## src/rtl/pair_stim_gen_if.sv

```systemverilog
// Control/status bundle for pair_stim_gen: table write port, playback control,
// and the driven a/b pair with its status flags.
interface pair_stim_gen_if #(
  parameter int DEPTH  = 8,
  parameter int HOLD_W = 8
);
  localparam int AW = $clog2(DEPTH);

  logic              wr_en;
  logic [AW-1:0]     wr_addr;
  logic              wr_a;
  logic              wr_b;
  logic [HOLD_W-1:0] wr_hold;
  logic [AW:0]       len;
  logic              start;
  logic              loop;
  logic              stop;
  logic              a_out;
  logic              b_out;
  logic              valid;
  logic [AW-1:0]     step_idx;
  logic              busy;
  logic              done;
  logic              eq;
  logic [15:0]       mism_cnt;

  modport master (
    output wr_en, wr_addr, wr_a, wr_b, wr_hold, len, start, loop, stop,
    input  a_out, b_out, valid, step_idx, busy, done, eq, mism_cnt
  );

  modport slave (
    input  wr_en, wr_addr, wr_a, wr_b, wr_hold, len, start, loop, stop,
    output a_out, b_out, valid, step_idx, busy, done, eq, mism_cnt
  );
endinterface

```

## src/rtl/pair_stim_gen.sv

```systemverilog
// Table-driven stimulus source for the (a, b) pair: plays {a, b, hold} entries
// with per-entry hold times, optional looping, and a saturating mismatch count.
module pair_stim_gen #(
  parameter int DEPTH  = 8,
  parameter int HOLD_W = 8
) (
  input logic            clk,
  input logic            rst_n,
  pair_stim_gen_if.slave bus
);
  localparam int AW = $clog2(DEPTH);
  localparam logic [AW:0] DEPTH_L = (AW+1)'(DEPTH);

  typedef enum logic [1:0] {S_IDLE, S_PLAY, S_FIN} state_t;

  state_t                        r_state;
  logic [DEPTH-1:0]              r_ta, r_tb;
  logic [DEPTH-1:0][HOLD_W-1:0]  r_th;
  logic                          r_a, r_b, r_valid, r_busy, r_done;
  logic [AW-1:0]                 r_step;
  logic [HOLD_W-1:0]             r_cnt;
  logic [AW:0]                   r_len;
  logic [15:0]                   r_mism;

  logic [AW:0]   w_len_eff;
  logic          w_last;
  logic [AW-1:0] w_nidx;

  assign w_len_eff = (bus.len > DEPTH_L) ? DEPTH_L : bus.len;
  assign w_last    = (({1'b0, r_step} + (AW+1)'(1)) >= r_len);
  assign w_nidx    = w_last ? '0 : r_step + (AW)'(1);

  always_ff @(posedge clk or negedge rst_n) begin
    if (!rst_n) begin
      r_state <= S_IDLE;
      r_ta    <= '0;
      r_tb    <= '0;
      r_th    <= '0;
      r_a     <= 1'b0;
      r_b     <= 1'b0;
      r_valid <= 1'b0;
      r_busy  <= 1'b0;
      r_done  <= 1'b0;
      r_step  <= '0;
      r_cnt   <= '0;
      r_len   <= '0;
      r_mism  <= '0;
    end else begin
      r_done <= 1'b0;
      // Counts the cycle that is ending; valid is never high in IDLE, so the
      // clear on start below cannot collide with an increment.
      if (r_valid && (r_a != r_b) && (r_mism != 16'hFFFF))
        r_mism <= r_mism + 16'd1;

      case (r_state)
        S_IDLE: begin
          if (bus.wr_en) begin
            r_ta[bus.wr_addr] <= bus.wr_a;
            r_tb[bus.wr_addr] <= bus.wr_b;
            r_th[bus.wr_addr] <= bus.wr_hold;
          end
          if (bus.start && !bus.stop) begin
            r_mism <= '0;
            r_len  <= w_len_eff;
            r_step <= '0;
            if (w_len_eff == '0) begin
              r_state <= S_FIN;
              r_done  <= 1'b1;
            end else begin
              r_state <= S_PLAY;
              r_valid <= 1'b1;
              r_busy  <= 1'b1;
              r_a     <= r_ta[0];
              r_b     <= r_tb[0];
              r_cnt   <= r_th[0];
            end
          end
        end
        S_PLAY: begin
          if (bus.stop) begin
            r_state <= S_IDLE;
            r_valid <= 1'b0;
            r_busy  <= 1'b0;
          end else if (r_cnt != '0) begin
            r_cnt <= r_cnt - (HOLD_W)'(1);
          end else if (!w_last || bus.loop) begin
            r_step <= w_nidx;
            r_a    <= r_ta[w_nidx];
            r_b    <= r_tb[w_nidx];
            r_cnt  <= r_th[w_nidx];
          end else begin
            r_state <= S_FIN;
            r_valid <= 1'b0;
            r_busy  <= 1'b0;
            r_done  <= 1'b1;
          end
        end
        default: r_state <= S_IDLE;
      endcase
    end
  end

  assign bus.a_out    = r_a;
  assign bus.b_out    = r_b;
  assign bus.valid    = r_valid;
  assign bus.step_idx = r_step;
  assign bus.busy     = r_busy;
  assign bus.done     = r_done;
  assign bus.eq       = r_valid && (r_a == r_b);
  assign bus.mism_cnt = r_mism;
endmodule

```

## src/flat_wrapper.sv

```systemverilog
// flat-port wrapper written by rule: the top's interface ports become plain ports
module pair_stim_gen_flat 
#(
  parameter int DEPTH  = 8,
  parameter int HOLD_W = 8
)
  (clk, rst_n, bus_wr_en, bus_wr_addr, bus_wr_a, bus_wr_b, bus_wr_hold, bus_len, bus_start, bus_loop, bus_stop, bus_a_out, bus_b_out, bus_valid, bus_step_idx, bus_busy, bus_done, bus_eq, bus_mism_cnt);
  pair_stim_gen_if #(.DEPTH(DEPTH), .HOLD_W(HOLD_W)) bus_i ();
  input logic clk;
  input logic rst_n;
  input wire logic [$bits(bus_i.wr_en)-1:0] bus_wr_en;
  input wire logic [$bits(bus_i.wr_addr)-1:0] bus_wr_addr;
  input wire logic [$bits(bus_i.wr_a)-1:0] bus_wr_a;
  input wire logic [$bits(bus_i.wr_b)-1:0] bus_wr_b;
  input wire logic [$bits(bus_i.wr_hold)-1:0] bus_wr_hold;
  input wire logic [$bits(bus_i.len)-1:0] bus_len;
  input wire logic [$bits(bus_i.start)-1:0] bus_start;
  input wire logic [$bits(bus_i.loop)-1:0] bus_loop;
  input wire logic [$bits(bus_i.stop)-1:0] bus_stop;
  output wire logic [$bits(bus_i.a_out)-1:0] bus_a_out;
  output wire logic [$bits(bus_i.b_out)-1:0] bus_b_out;
  output wire logic [$bits(bus_i.valid)-1:0] bus_valid;
  output wire logic [$bits(bus_i.step_idx)-1:0] bus_step_idx;
  output wire logic [$bits(bus_i.busy)-1:0] bus_busy;
  output wire logic [$bits(bus_i.done)-1:0] bus_done;
  output wire logic [$bits(bus_i.eq)-1:0] bus_eq;
  output wire logic [$bits(bus_i.mism_cnt)-1:0] bus_mism_cnt;
  assign bus_i.wr_en = bus_wr_en;
  assign bus_i.wr_addr = bus_wr_addr;
  assign bus_i.wr_a = bus_wr_a;
  assign bus_i.wr_b = bus_wr_b;
  assign bus_i.wr_hold = bus_wr_hold;
  assign bus_i.len = bus_len;
  assign bus_i.start = bus_start;
  assign bus_i.loop = bus_loop;
  assign bus_i.stop = bus_stop;
  assign bus_a_out = bus_i.a_out;
  assign bus_b_out = bus_i.b_out;
  assign bus_valid = bus_i.valid;
  assign bus_step_idx = bus_i.step_idx;
  assign bus_busy = bus_i.busy;
  assign bus_done = bus_i.done;
  assign bus_eq = bus_i.eq;
  assign bus_mism_cnt = bus_i.mism_cnt;
  pair_stim_gen #(.DEPTH(DEPTH), .HOLD_W(HOLD_W)) u_core (.clk(clk), .rst_n(rst_n), .bus(bus_i));
endmodule
```

## config.mk

```make
export PLATFORM = sky130hd
export DESIGN_NAME = pair_stim_gen_flat
export DESIGN_NICKNAME = d
export VERILOG_FILES = /design/src/rtl/pair_stim_gen_if.sv /design/src/rtl/pair_stim_gen.sv /design/src/flat_wrapper.sv
export SDC_FILE = /design/constraint.sdc
export NUM_CORES = 1
export LEC_CHECK = 0
export CAP_MARGIN = 5
export CORE_UTILIZATION = 35
export DETAILED_ROUTE_END_ITERATION = 16
export MAX_ROUTING_LAYER = met4
export RECOVER_POWER = 50
export SYNTH_ARGS = -nofsm -noshare
export SYNTH_HDL_FRONTEND = slang
export SYNTH_SLANG_ARGS = --single-unit
export TNS_END_PERCENT = 1
```

## constraint.sdc

```tcl
create_clock -name clk -period 4.6 [get_ports clk]
set_input_delay 0.92 -clock clk [delete_from_list [all_inputs] [get_ports clk]]
set_output_delay 0.92 -clock clk [all_outputs]
set_load 0.01 [all_outputs]
```

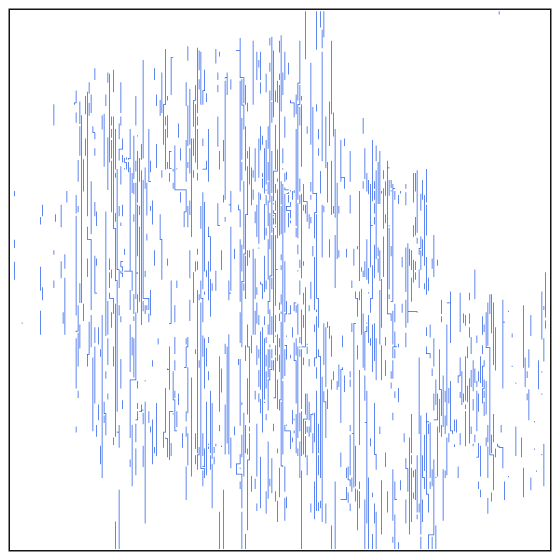
*Signal wires on met2, run 1*
longest straight run = 47.9 µm
wire length on this layer = 6600 µm
nets with wire on the layer = 533
main direction = vertical
share of all routed wire = 47%
total wire length after detailed routing: 14000 µm
vias: 4425

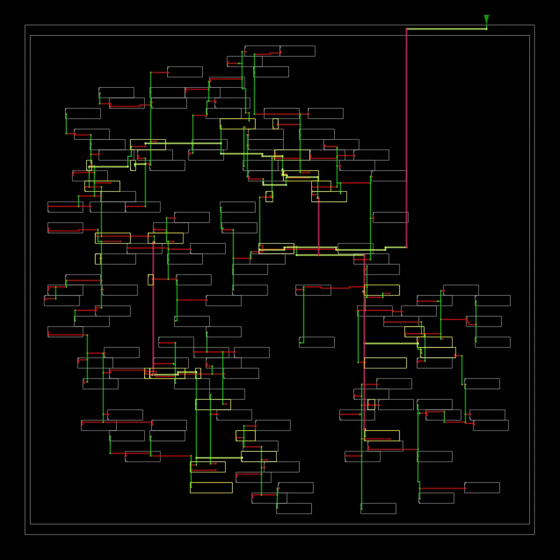
*Clock nets, run 1*
total clock buffers created by CTS: 17
power consumed by the clock network: 1.27 mW
clock net sink count: 117
clock skew: 0.0158 ns

==> notes.org, run 1 <==
* Implementation run

** Outcome
- The flow ran to the end, but the final reports show violations.
- The final reports fail on max-capacitance violations, max-slew violations.

** Finish
- The final antenna diode tally reported by the flow is 0.
- By instance count after routing, the leading logic cell type is sky130_fd_sc_hd__dfrtp_1.
- Number of nets in the finished design :: 619
- The layout has 1592 filler cells.
- With fillers left out, the area of the finished cells amounts to 0.00729 mm².
- The finished layout holds 820 standard cells, fillers aside.
- Cells fill 43.6% of the core in the end.
- Compared with the post-synthesis result, the final layout area differs by 20.8%.
- Per the cell usage report, the commonest logic cells after layout are sky130_fd_sc_hd__dfrtp_1, sky130_fd_sc_hd__mux2_2, sky130_fd_sc_hd__clkdlybuf4s50_1, sky130_fd_sc_hd__nor2_1, sky130_fd_sc_hd__nand2_1.
- The post-route netlist has 23.0% of its cells at a drive strength greater than 1.

** Power
- The power report attributes to the sequential group a share of 36.2%.
- Dominant power group :: sequential cells
- The switching portion of total power comes to 33.5%.
- Power after layout :: 4.15 mW
- The internal portion of the total power is 2.76 mW.
- Total sequential power :: 1.50 mW
- Logic gate share of total power :: 33.1%
- Per the OpenROAD power report, leakage power amounts to 2.94 nW.
- The worst-case IR drop observed on VDD is 299 µV.
- The clock network burns 30.6% of the power.
- Combinational cells consume a total of 1.38 mW.
- The analysis attributes to net switching a power of 1.39 mW.
- Power Density :: 570 mW/mm²

** Route
- The first detailed-routing pass took 5 iterations.
- Top layer in use :: met4
- For this run, the detailed router reports a per-instance via density of 5.40.
- Number of DRC markers after the initial detailed-route iteration :: 250
- After detailed routing, the average wire length per cell comes to 17.1 µm.
- Number of remaining DRC errors :: 0
- Summed over all nets, wire length on met2 after detailed routing comes to 6600 µm.
- Wire length on met1 :: 6560 µm

** STA
- Setup WS post-layout :: 1.31 ns
- Post-route period utilization is reported as 71.6%.
- Pins over their slew limit in the final report were tallied at 95.
- The most critical hold endpoint after final layout shows a slack of 0.501 ns.
- Static timing analysis puts the maximum clock frequency at 304 MHz.
- Endpoints failing hold in the final report were tallied at 0.
- Final setup violation count :: 0
- Setup total negative slack on the finished layout was measured at 0 ns.
- The final timing report derives a shortest allowable period of 3.29 ns.

** Worst setup path
- Tracing the worst setup path back leads to its startpoint at u_core.bus.step_idx[0].
- OpenSTA lists the critical path endpoint as u_core.bus.b_out.
- On the worst path, the slowest cell contributes a delay of 0.69 ns.
- Crit-path leading delay family :: AND-OR/OR-AND gates
- Arrival time reported for the critical path endpoint :: 3.61 ns
- The timing report shows that the slowest cell on the worst path is sky130_fd_sc_hd__a2111oi_1.
- Startpoint class of the critical path :: flop
- STA lists the endpoint of the worst register-to-register path as u_core.bus.b_out.
- Critical Path, Cell by Cell :: ha_1 > xor2_1 > buf_4 > ha_1 > a2111oi_1 > nor2_1 > a2111oi_0 > a211oi_1 > o31ai_1
- Looking at the setup timing report, the critical path kind is flop to flop.
- Counting stages on the worst path, the most repeated cell is sky130_fd_sc_hd__ha_1.
- CP endpoint kind :: flop
- Slack of the worst reg-to-reg path :: 1.31 ns
- Worst path required time :: 4.91 ns
- Depth of the worst register-to-register path :: 9
- Worst Path Buf+Inv :: 1
- The timing report lists the critical path depth as 9 cells.
- R2R Path Start :: u_core.bus.step_idx[0]

** Global routing
- Maximum number of pins on one net before global-route repair :: 66
- The initial antenna violation count is 0.
- On met1, the global router reports a usage of 22.3%.
- The number of global-route vias before repair is 4471.
- In the global route stage, met2 resource usage came out at 26.8%.
- Met3 usage :: 4.26%
- Layer carrying the most global-route usage :: met2
- First-pass GRT wire length :: 23600 µm

** Synth
- In the synthesized netlist, the number of instances is 537.
- Summing the areas of all and, or, nand and nor instances in the mapped netlist gives 12.0% of the synthesized area.
- Synth async-reset ratio :: 100%
- Mux share :: 19.3%
- The synthesis run shows the most used standard cells to be sky130_fd_sc_hd__dfrtp_1, sky130_fd_sc_hd__mux2_2, sky130_fd_sc_hd__nor2_1, sky130_fd_sc_hd__nand2_1, sky130_fd_sc_hd__a21oi_1.
- Count of different cell masters after synthesis :: 58
- Grouping non-sequential cells by family puts the most area in multiplexers.
- The biggest area contributor in the post-synthesis netlist is sky130_fd_sc_hd__dfrtp_1.
- Leading register cell type out of synthesis :: sky130_fd_sc_hd__dfrtp_1
- Yosys warnings :: 0
- The average instance in the mapped netlist occupies 11.2 µm².
- Post-Syn Nets :: 568
- Sequential element share of the synthesized area :: 48.5%
- After synthesis, the largest area contributor takes up 48.5% of total cell area.
- Top cells, area :: sky130_fd_sc_hd__dfrtp_1, sky130_fd_sc_hd__mux2_2, sky130_fd_sc_hd__mux2i_1
- Synthesized cell area :: 0.00603 mm²
- Per the synthesis report, the adder-cell share of the synthesized area is 1.66%.
- Fraction of the mapped netlist area in compound gates :: 13.0%
- Total cells reported by yosys after synthesis :: 537
- Most repeated cell in the gate-level netlist after synthesis :: sky130_fd_sc_hd__dfrtp_1
- Flip-flops with a built-in enable :: 0

** Hold path
- Class of the tightest hold or removal check :: flop to flop
- Instance count along the most critical hold path :: 1
- Per the hold report, the tightest min-delay path originates at u_core.r_th[24].

** Placement
- Once placement completed, the tool counted placed cells totaling 789.
- Per the post-place timing report, worst setup slack is 1.37 ns.
- Per the gpl log, the routability congestion estimate is 0.850.
- Post-detailed-placement half-perimeter wirelength :: 9910 µm
- Placed standard-cell area :: 0.00674 mm²
- IO Port Bufs :: 47

** Run
- # Max-Cap Violations :: 2

** Clock tree
- Count of hold buffers inserted by post-cts repair :: 0
- Latency at later pin :: 0.42 ns
- Buffer levels on the longest clock path :: 2
- Resize count post-CTS :: 0
- H-tree levels :: 4
- After clock tree synthesis, the clock-pin slew on the worst setup and hold paths is 0.05 ns.

** Floorplan
- In this run the standard cell core region covers 0.0167 mm².
- Die area :: 0.0178 mm²
- The floorplan has 47 rows.
- Count of pins on the block boundary :: 48
- Vertical die dimension :: 133 µm
- Core utilization at floorplan :: 36.1%
- According to the floorplan report, the die width is 133 µm.
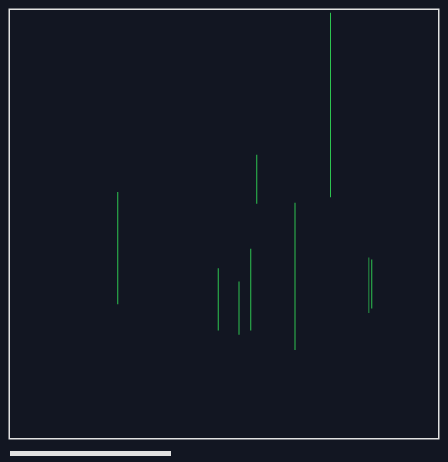
*Signal wires on met4, run 1*
The bar under the picture is 50 µm long.
longest straight run = 57.1 µm
main direction = vertical

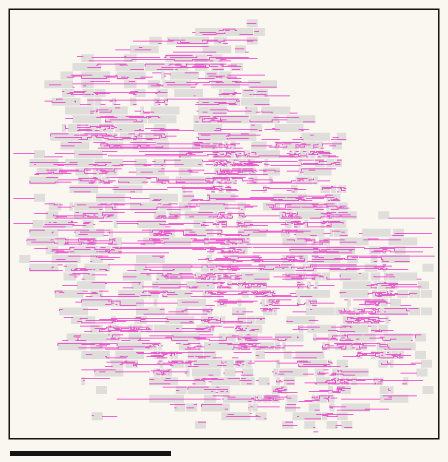
*Metal 1, run 1*
The bar under the picture is 50 µm long. Cells faint in the background.
wire length on this layer = 6560 µm
longest straight run = 34.7 µm
main direction = horizontal
share of all routed wire = 47%
nets with wire on the layer = 568

[run 1: area by class of cell]
| class | count | area [µm²] | share of cell area, % |
|---|---|---|---|
| clock buffers | 27 | 493 | 6.77 |
| clock inverters | 4 | 70.1 | 0.962 |
| inverters | 15 | 56.3 | 0.773 |
| multi-input cells | 381 | 2940 | 40.4 |
| flip-flops and latches | 117 | 2930 | 40.2 |
| well taps | 220 | 275 | 3.78 |
| repair buffers | 56 | 522 | 7.16 |
[run 1: sequential cells by signal, summed over array words and instances, names as in the netlist]
signal               cells
u_core.r_tb              8
u_core.bus.done          1
u_core.bus.step_idx      3
u_core.bus.valid         1
u_core.r_cnt             8
u_core.bus.mism_cnt     16
u_core.r_ta              8
u_core.bus.a_out         1
u_core.r_th             64
u_core.r_len             4
u_core.bus.b_out         1
u_core.r_state           2
==> run 1 -> run 2 <==
==> constraint.sdc (replaced) <==
create_clock -name clk -period 2.9 [get_ports clk]
set_input_delay 0.58 -clock clk [delete_from_list [all_inputs] [get_ports clk]]
set_output_delay 0.58 -clock clk [all_outputs]
set_load 0.01 [all_outputs]
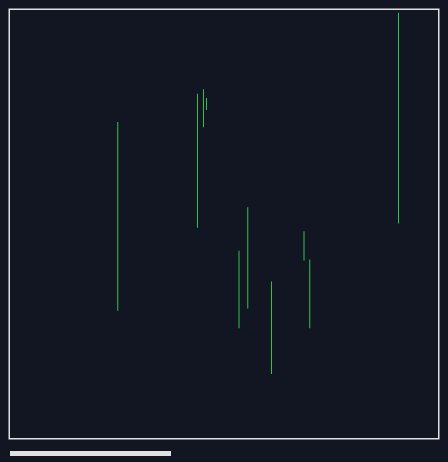
*Signal wires on met4, run 2*
The bar under the picture is 50 µm long.
share of all routed wire = 2.1%
longest straight run = 65.3 µm
wire length on this layer = 294 µm
nets with wire on the layer = 7
total wire length after detailed routing: 14300 µm
vias: 4442

==> run 2 against run 1 <==
Routed wire length is 1.7% higher. Register-to-register slack lost 1.2 ns. Critical endpoint is now u_core.r_cnt[2]. The run now ends clean. Sequential power rose by 57%. Largest power group is now combinational logic. Core utilization rose by 0.35 points. Synthesized cell count stayed put. Design area grew 0.81%. Worst hold slack got worse by 0.051 ns. Worst setup slack worse by 1.2 ns.
==> notes.org, run 2 <==
* Implementation run

** Clock tree
- The clock sink count is 117 (unchanged).
- The cts-stage hold buffer count is 0 (unchanged).
- The number of buffers added by the clock tree synthesis step came to 17 (unchanged).
- Buffer levels on the longest clock path :: 2 (unchanged)
- The clock latency on the worst-skew pair is 0.42 ns (about the same).

** Synth
- Sequential element share of the synthesized area :: 48.5% (unchanged)
- Flip-flops with a built-in enable :: 0 (unchanged)
- Looking at the gate-level netlist, the highest instance count belongs to sky130_fd_sc_hd__dfrtp_1.
- Count of different cell masters after synthesis :: 58 (unchanged)
- The synthesis run shows the most used standard cells to be sky130_fd_sc_hd__dfrtp_1, sky130_fd_sc_hd__mux2_2, sky130_fd_sc_hd__nor2_1, sky130_fd_sc_hd__nand2_1, sky130_fd_sc_hd__a21oi_1.
- The synthesized netlist net count was 568 (unchanged).
- The count of synthesis-stage warnings from yosys is 0 (unchanged).
- The total cells reported by yosys after synthesis was 537 (unchanged).
- Leading register cell type out of synthesis :: sky130_fd_sc_hd__dfrtp_1
- The gate count of the mapped netlist came to 537 (unchanged).
- Synthesized area divided by synthesized cell count :: 11.2 µm² (unchanged)

** Worst setup path
- Crit-path leading delay family :: AND-OR/OR-AND gates
- The worst path required time is 3.23 ns (-1.68 ns).
- Crit path largest cell delay :: 0.60 ns (-0.09 ns)
- WP depth :: 8 (-1)
- Traced cell by cell, the critical path runs through ha_1 > xor2_1 > ha_1 > a2111oi_0 > a211oi_2 > a211oi_1 > o22ai_1 > a221oi_2.
- Depth of the worst register-to-register path :: 8 (-1)
- Startpoint class of the critical path :: flop
- Worst Path Buf+Inv :: 0 (-1)
- Critical path start-end classification :: flop to flop
- In this run the critical register-to-register path is captured at u_core.r_cnt[2].
- Timing endpoint of the critical path :: u_core.r_cnt[2]
- Library cell contributing the largest single delay on the critical path :: sky130_fd_sc_hd__a2111oi_0
- Tracing the worst setup path back leads to its startpoint at u_core.bus.step_idx[0].

** Power
- The power in combinational cells came to 2.37 mW (+72%).
- The overall power consumption came to 6.62 mW (+60%).
- The sequential fraction of design power is 35.6% (-0.6 points).
- The static leakage power was 2.96 nW (+0.70%).
- The power in sequential cells came to 2.36 mW (+57%).
- Power consumed by the clock network :: 1.90 mW (+50%)
- The biggest slice of the total power is consumed by combinational logic.
- Part of the power in the clock network :: 28.7% (-1.9 points)
- The internal cell power was 4.24 mW (+53%).
- The portion of total power attributed to combinational logic came to 35.7% (+2.6 points).

** Finish
- FF+latch area :: 0.00293 mm² (unchanged)
- Number of nets in the finished design :: 625 (+0.97%)
- Ratio of cells with drive above 1 in the final layout :: 26.4% (+3.4 points)
- Flip-flop count of the largest register, all copies and words added :: 64 (unchanged)
- The most common logic cell in the final layout is sky130_fd_sc_hd__dfrtp_1.
- The area of the multi-input gates is 0.00297 mm² (+0.81%).
- Final Cell Area :: 0.00735 mm² (+0.81%)
- Ranking logic cells in the layout by count gives the top entries sky130_fd_sc_hd__dfrtp_1, sky130_fd_sc_hd__mux2_2, sky130_fd_sc_hd__clkdlybuf4s50_1, sky130_fd_sc_hd__nor2_1, sky130_fd_sc_hd__nand2_1.
- Ant diodes :: 0 (unchanged)
- Filler-free cell count of the finished design :: 827 (+0.85%)

** STA
- Sum Neg Setup Slack :: 0 ns (unchanged)
- Final setup violation count :: 0 (unchanged)
- The share of the clock period used by the worst path is 96.6% (+25 points).
- Fin Hold WS :: 0.450 ns (-0.0509 ns)
- Setup WS post-layout :: 0.0994 ns (-1.21 ns)
- The count of final hold-check violations came to 0 (unchanged).
- Tmin final :: 2.80 ns (-0.491 ns)
- Pins over their slew limit :: 0 (-100%)

** Placement
- The minimum setup slack after placement was 0.0731 ns (-1.30 ns).
- The placed wire-length estimate is 10100 µm (+1.7%).
- IO Port Bufs :: 47 (unchanged)
- The placed cell count came to 795 (+0.76%).

** Route
- The number of design-rule violations left by the first detailed-router iteration came to 272 (+8.8%).
- The via density per instance was 5.37 (-0.47%).
- Number of remaining DRC errors :: 0 (unchanged)

** Floorplan
- The floorplan die width is 133 µm (unchanged).
- The area of the core region came to 0.0167 mm² (unchanged).
- The number of I/O pins is 48 (unchanged).
- Die area :: 0.0178 mm² (unchanged)

** Global routing
- The number of global-route vias before repair is 4587 (+2.6%).
- The maximum number of pins on one net before global-route repair came to 53 (-20%).
- Met3 usage :: 3.84% (-0.42 points)

** Run
- The number of maximum-capacitance constraint violations is 0 (-2).

** Outcome
- The run finished with clean final reports.
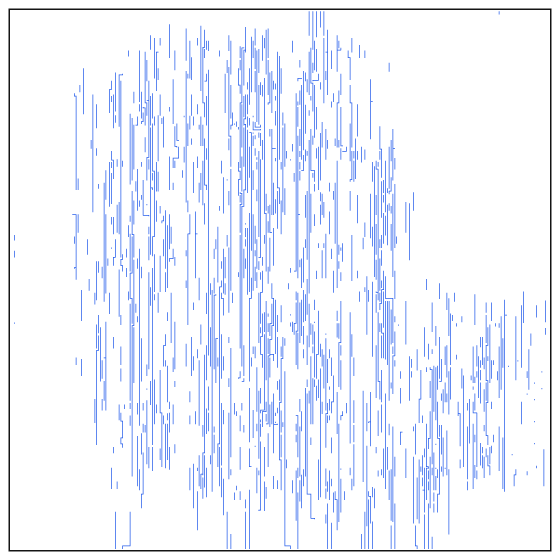
*Signal wires on met2, run 2*
share of all routed wire = 48%
main direction = vertical
longest straight run = 70.4 µm
nets with wire on the layer = 542
wire length on this layer = 6910 µm

run 2: cell counts after synthesis:
No cell type changed its count.
run 2: logic make-up (layout without fill, tap and decap cells):
logic type	count (synthesis)	count (layout)	synth area share, %
xor+xnor	18	18	2.61
flops	117	117	48.5
buf+inv	39	109	2.84
mux	104	104	19.3
fa+ha+maj	8	8	1.66
simple gates	144	144	12.0
compound gates	107	107	13.0
run 2: cell type report:
type / instances / area share (%)
sequential: 117 / 39.9
tap: 220 / 3.75
inverter: 15 / 0.766
clock inverter: 14 / 1.46
clock buffer: 18 / 5.98
timing repair buffer: 62 / 7.80
multi-input combinational: 381 / 40.4
run 2: what timing repair did:
item,4_1_cts,5_1_grt
gates resized,0,4
hold endpoints to repair,0,0
endpoints found under the setup margin,0,9
### Metal 1, run 2

The bar under the picture is 50 µm long. Cells faint in the background.
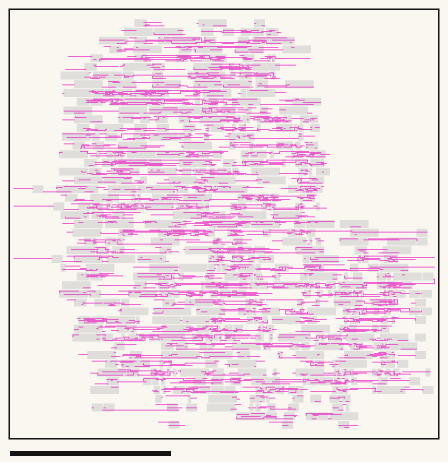

==> run 2 -> run 3 <==
--- a/config.mk
+++ b/config.mk
@@ -8,6 +8,7 @@
 export CAP_MARGIN = 5
 export CORE_UTILIZATION = 35
 export DETAILED_ROUTE_END_ITERATION = 16
+export GPL_TIMING_DRIVEN = 0
 export MAX_ROUTING_LAYER = met4
 export RECOVER_POWER = 50
 export SYNTH_ARGS = -nofsm -noshare
==> constraint.sdc (replaced) <==
create_clock -name clk -period 3.4 [get_ports clk]
set_input_delay 0.68 -clock clk [delete_from_list [all_inputs] [get_ports clk]]
set_output_delay 0.68 -clock clk [all_outputs]
set_load 0.01 [all_outputs]
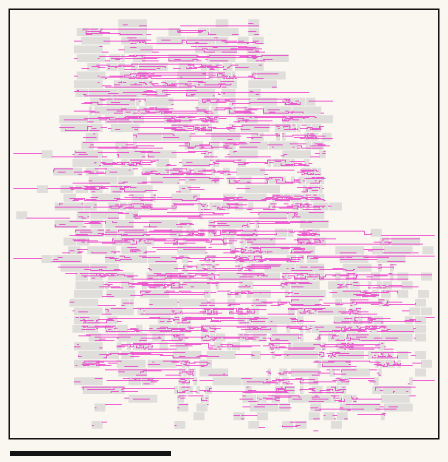
*Metal 1, run 3*
The bar under the picture is 50 µm long. Cells faint in the background.
share of all routed wire = 46%
wire length on this layer = 6860 µm
nets with wire on the layer = 598
main direction = horizontal

==> run 3 against run 2 <==
The flow now finishes with violations (max-capacitance violations, max-slew violations). Clock skew is 0.0041 ns higher. Sequential power is 14% lower. Routed wire length is 3.7% higher. Global-route usage is 1.0 points higher. Synthesized cell count stayed put. Fmax is 14% lower. Highest routed layer unchanged.
==> notes.org, run 3 <==
* Implementation run

** Power
- The power in sequential cells was 2.03 mW (-14%).
- Comb. pwr :: 2.01 mW (-15%)
- Proportion of power drawn by flip-flops and latches :: 34.9% (-0.7 points)
- The portion of total power attributed to combinational logic is 34.5% (-1.2 points).
- Dominant power group :: sequential cells
- Leakage component of the power :: 3.00 nW (+1.3%)
- Part of the power in the clock network :: 30.6% (+1.9 points)
- The internal cell power came to 3.82 mW (-9.8%).

** Worst setup path
- Library cell contributing the largest single delay on the critical path :: sky130_fd_sc_hd__dfrtp_1
- The worst path required time was 3.72 ns (+0.49 ns).
- Launch point of the critical path :: u_core.bus.step_idx[0]
- Crit-path leading delay family :: AND-OR/OR-AND gates
- Depth of the worst register-to-register path :: 10 (+2)
- Reg-to-reg critical path endpoint :: u_core.r_cnt[3]
- Worst Path Buf+Inv :: 2 (+2)
- Timing endpoint of the critical path :: u_core.r_cnt[3]
- Startpoint class of the critical path :: flop
- According to the timing report, the arrival time at the worst endpoint equals 3.58 ns.
- WP depth :: 10 (+2)

** Synth
- Yosys warnings :: 0 (unchanged)
- Among the non-sequential cells, multiplexers take the most area.
- Share of synthesized cell area in full adder, half adder and majority cells :: 1.66% (unchanged)
- The share of the yosys chip area belonging to registers came to 48.5% (unchanged).
- The total cells reported by yosys after synthesis is 537 (unchanged).
- Yosys top cell by area :: sky130_fd_sc_hd__dfrtp_1
- Count of different cell masters after synthesis :: 58 (unchanged)
- The parity-gate share of the synthesized area counting xor and xnor cells came to 2.61% (unchanged).
- The mean instance size in the synthesized netlist came to 11.2 µm² (unchanged).
- Gate Count Post-Synth :: 537 (unchanged)
- Looking at the gate-level netlist, the highest instance count belongs to sky130_fd_sc_hd__dfrtp_1.
- Flip-flops with a built-in enable :: 0 (unchanged)
- Synth cell count leaders :: sky130_fd_sc_hd__dfrtp_1, sky130_fd_sc_hd__mux2_2, sky130_fd_sc_hd__nor2_1, sky130_fd_sc_hd__nand2_1, sky130_fd_sc_hd__a21oi_1
- The synthesized netlist net count is 568 (unchanged).
- The synthesized-area fraction occupied by ao, oa, aoi and oai cells is 13.0% (unchanged).
- Leading register cell type out of synthesis :: sky130_fd_sc_hd__dfrtp_1
- Post-Synth Simple-Gate Area :: 12.0% (unchanged)

** Global routing
- Met3 usage :: 4.00% (+0.15 points)
- Via count of the first global-routing pass :: 4588 (+0.022%)
- The maximum number of pins on one net before global-route repair came to 79 (+49%).

** Finish
- Filler-free cell count of the finished design :: 837 (+1.2%)
- The final non-filler cell area came to 0.00745 mm² (+1.4%).
- Synthesis-to-layout area growth :: 23.5%
- The most common logic cells in the final layout are sky130_fd_sc_hd__dfrtp_1, sky130_fd_sc_hd__mux2_2, sky130_fd_sc_hd__clkdlybuf4s50_1, sky130_fd_sc_hd__nor2_1, sky130_fd_sc_hd__nand2_1.
- Dominant logic cell type in the layout :: sky130_fd_sc_hd__dfrtp_1
- The total inserted antenna cells came to 0 (unchanged).
- Flip-flop count of the largest register, all copies and words added :: 64 (unchanged)
- Number of nets in the finished design :: 635 (+1.6%)

** STA
- The final count of pins violating max slew was 40 (+40).
- The final worst slack was 0.146 ns (+0.0464 ns).
- The count of final hold-check violations was 0 (unchanged).
- The share of the clock period used by the worst path was 95.7% (-0.86 points).
- Tmin final :: 3.25 ns (+0.454 ns)
- The setup violation total in the final timing report was 0 (unchanged).
- Sum Neg Setup Slack :: 0 ns (unchanged)
- The tightest hold margin is 0.503 ns (+0.0530 ns).

** Clock tree
- The post-cts repair resize count was 8 (+8).
- Count of hold buffers inserted by post-cts repair :: 0 (unchanged)
- The clock sink count is 117 (unchanged).
- The number of buffers added by the clock tree synthesis step came to 17 (unchanged).
- Latency at later pin :: 0.42 ns (about the same)
- The maximum clock insertion buffer count was 2 (unchanged).

** Route
- Number of remaining DRC errors :: 0 (unchanged)
- In the detailed route, the total length drawn on met3 is 508 µm.
- The via density per instance is 5.31 (-1.1%).
- The post-detailed-routing wire length is 14800 µm (+3.7%).
- Number of DRC markers after the initial detailed-route iteration :: 196 (-28%)

** Placement
- Post-detailed-placement half-perimeter wirelength :: 10500 µm (+4.4%)
- The minimum setup slack after placement is -0.601 ns (-0.674 ns).
- IO Port Bufs :: 47 (unchanged)
- Number of placed instances, taps included :: 806 (+1.4%)

** Hold path
- Instance count along the most critical hold path :: 1

** Floorplan
- The floorplan die width came to 133 µm (unchanged).
- Count of pins on the block boundary :: 48 (unchanged)
- The area of the core region came to 0.0167 mm² (unchanged).
- The chip footprint was 0.0178 mm² (unchanged).

** Run
- The number of maximum-capacitance constraint violations was 1 (+1).

** Outcome
- Failing checks :: max-capacitance violations, max-slew violations
- Result of the run :: finished, violations left
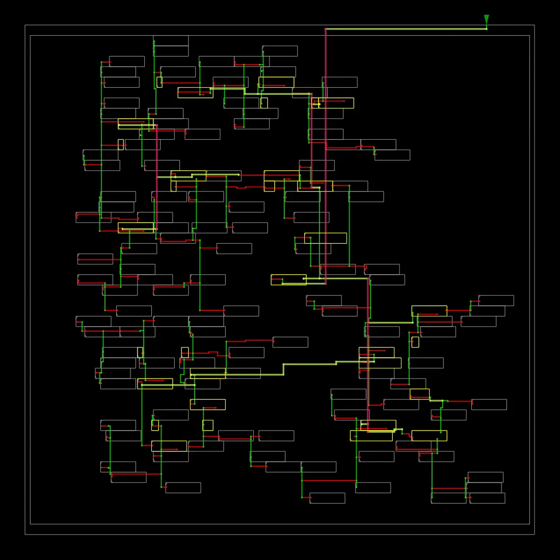
*Clock nets, run 3*
clock buffer count in the final layout: 22
power consumed by the clock network: 1.78 mW
seq_cells: 117

## run 3: cell counts after synthesis
No cell type changed its count.
## run 3: kinds of logic (layout without fill, tap and decap cells)
kind of cell               after synthesis  after routing
AOI/OAI and AO/OA                      107            107
xor gates and xnor gates                18             18
adders and majority gates                8              8
buffers and inverters                   39            119
DFF                                    117            117
muxes                                  104            104
and+or+nand+nor                        144            144
## run 3: layout make-up
cell class                 instances  area, µm²  share of cell area, %
buffer                            23        123                   1.65
clock buffer                      22        454                   6.10
clock inverter                    10        130                   1.75
inverter                          15       56.3                  0.756
multi-input combinational        381       2990                   40.1
sequential                       117       2930                   39.3
tap                              220        275                   3.69
timing repair buffer              49        497                   6.67
Power and IR drop assume default switching activity.
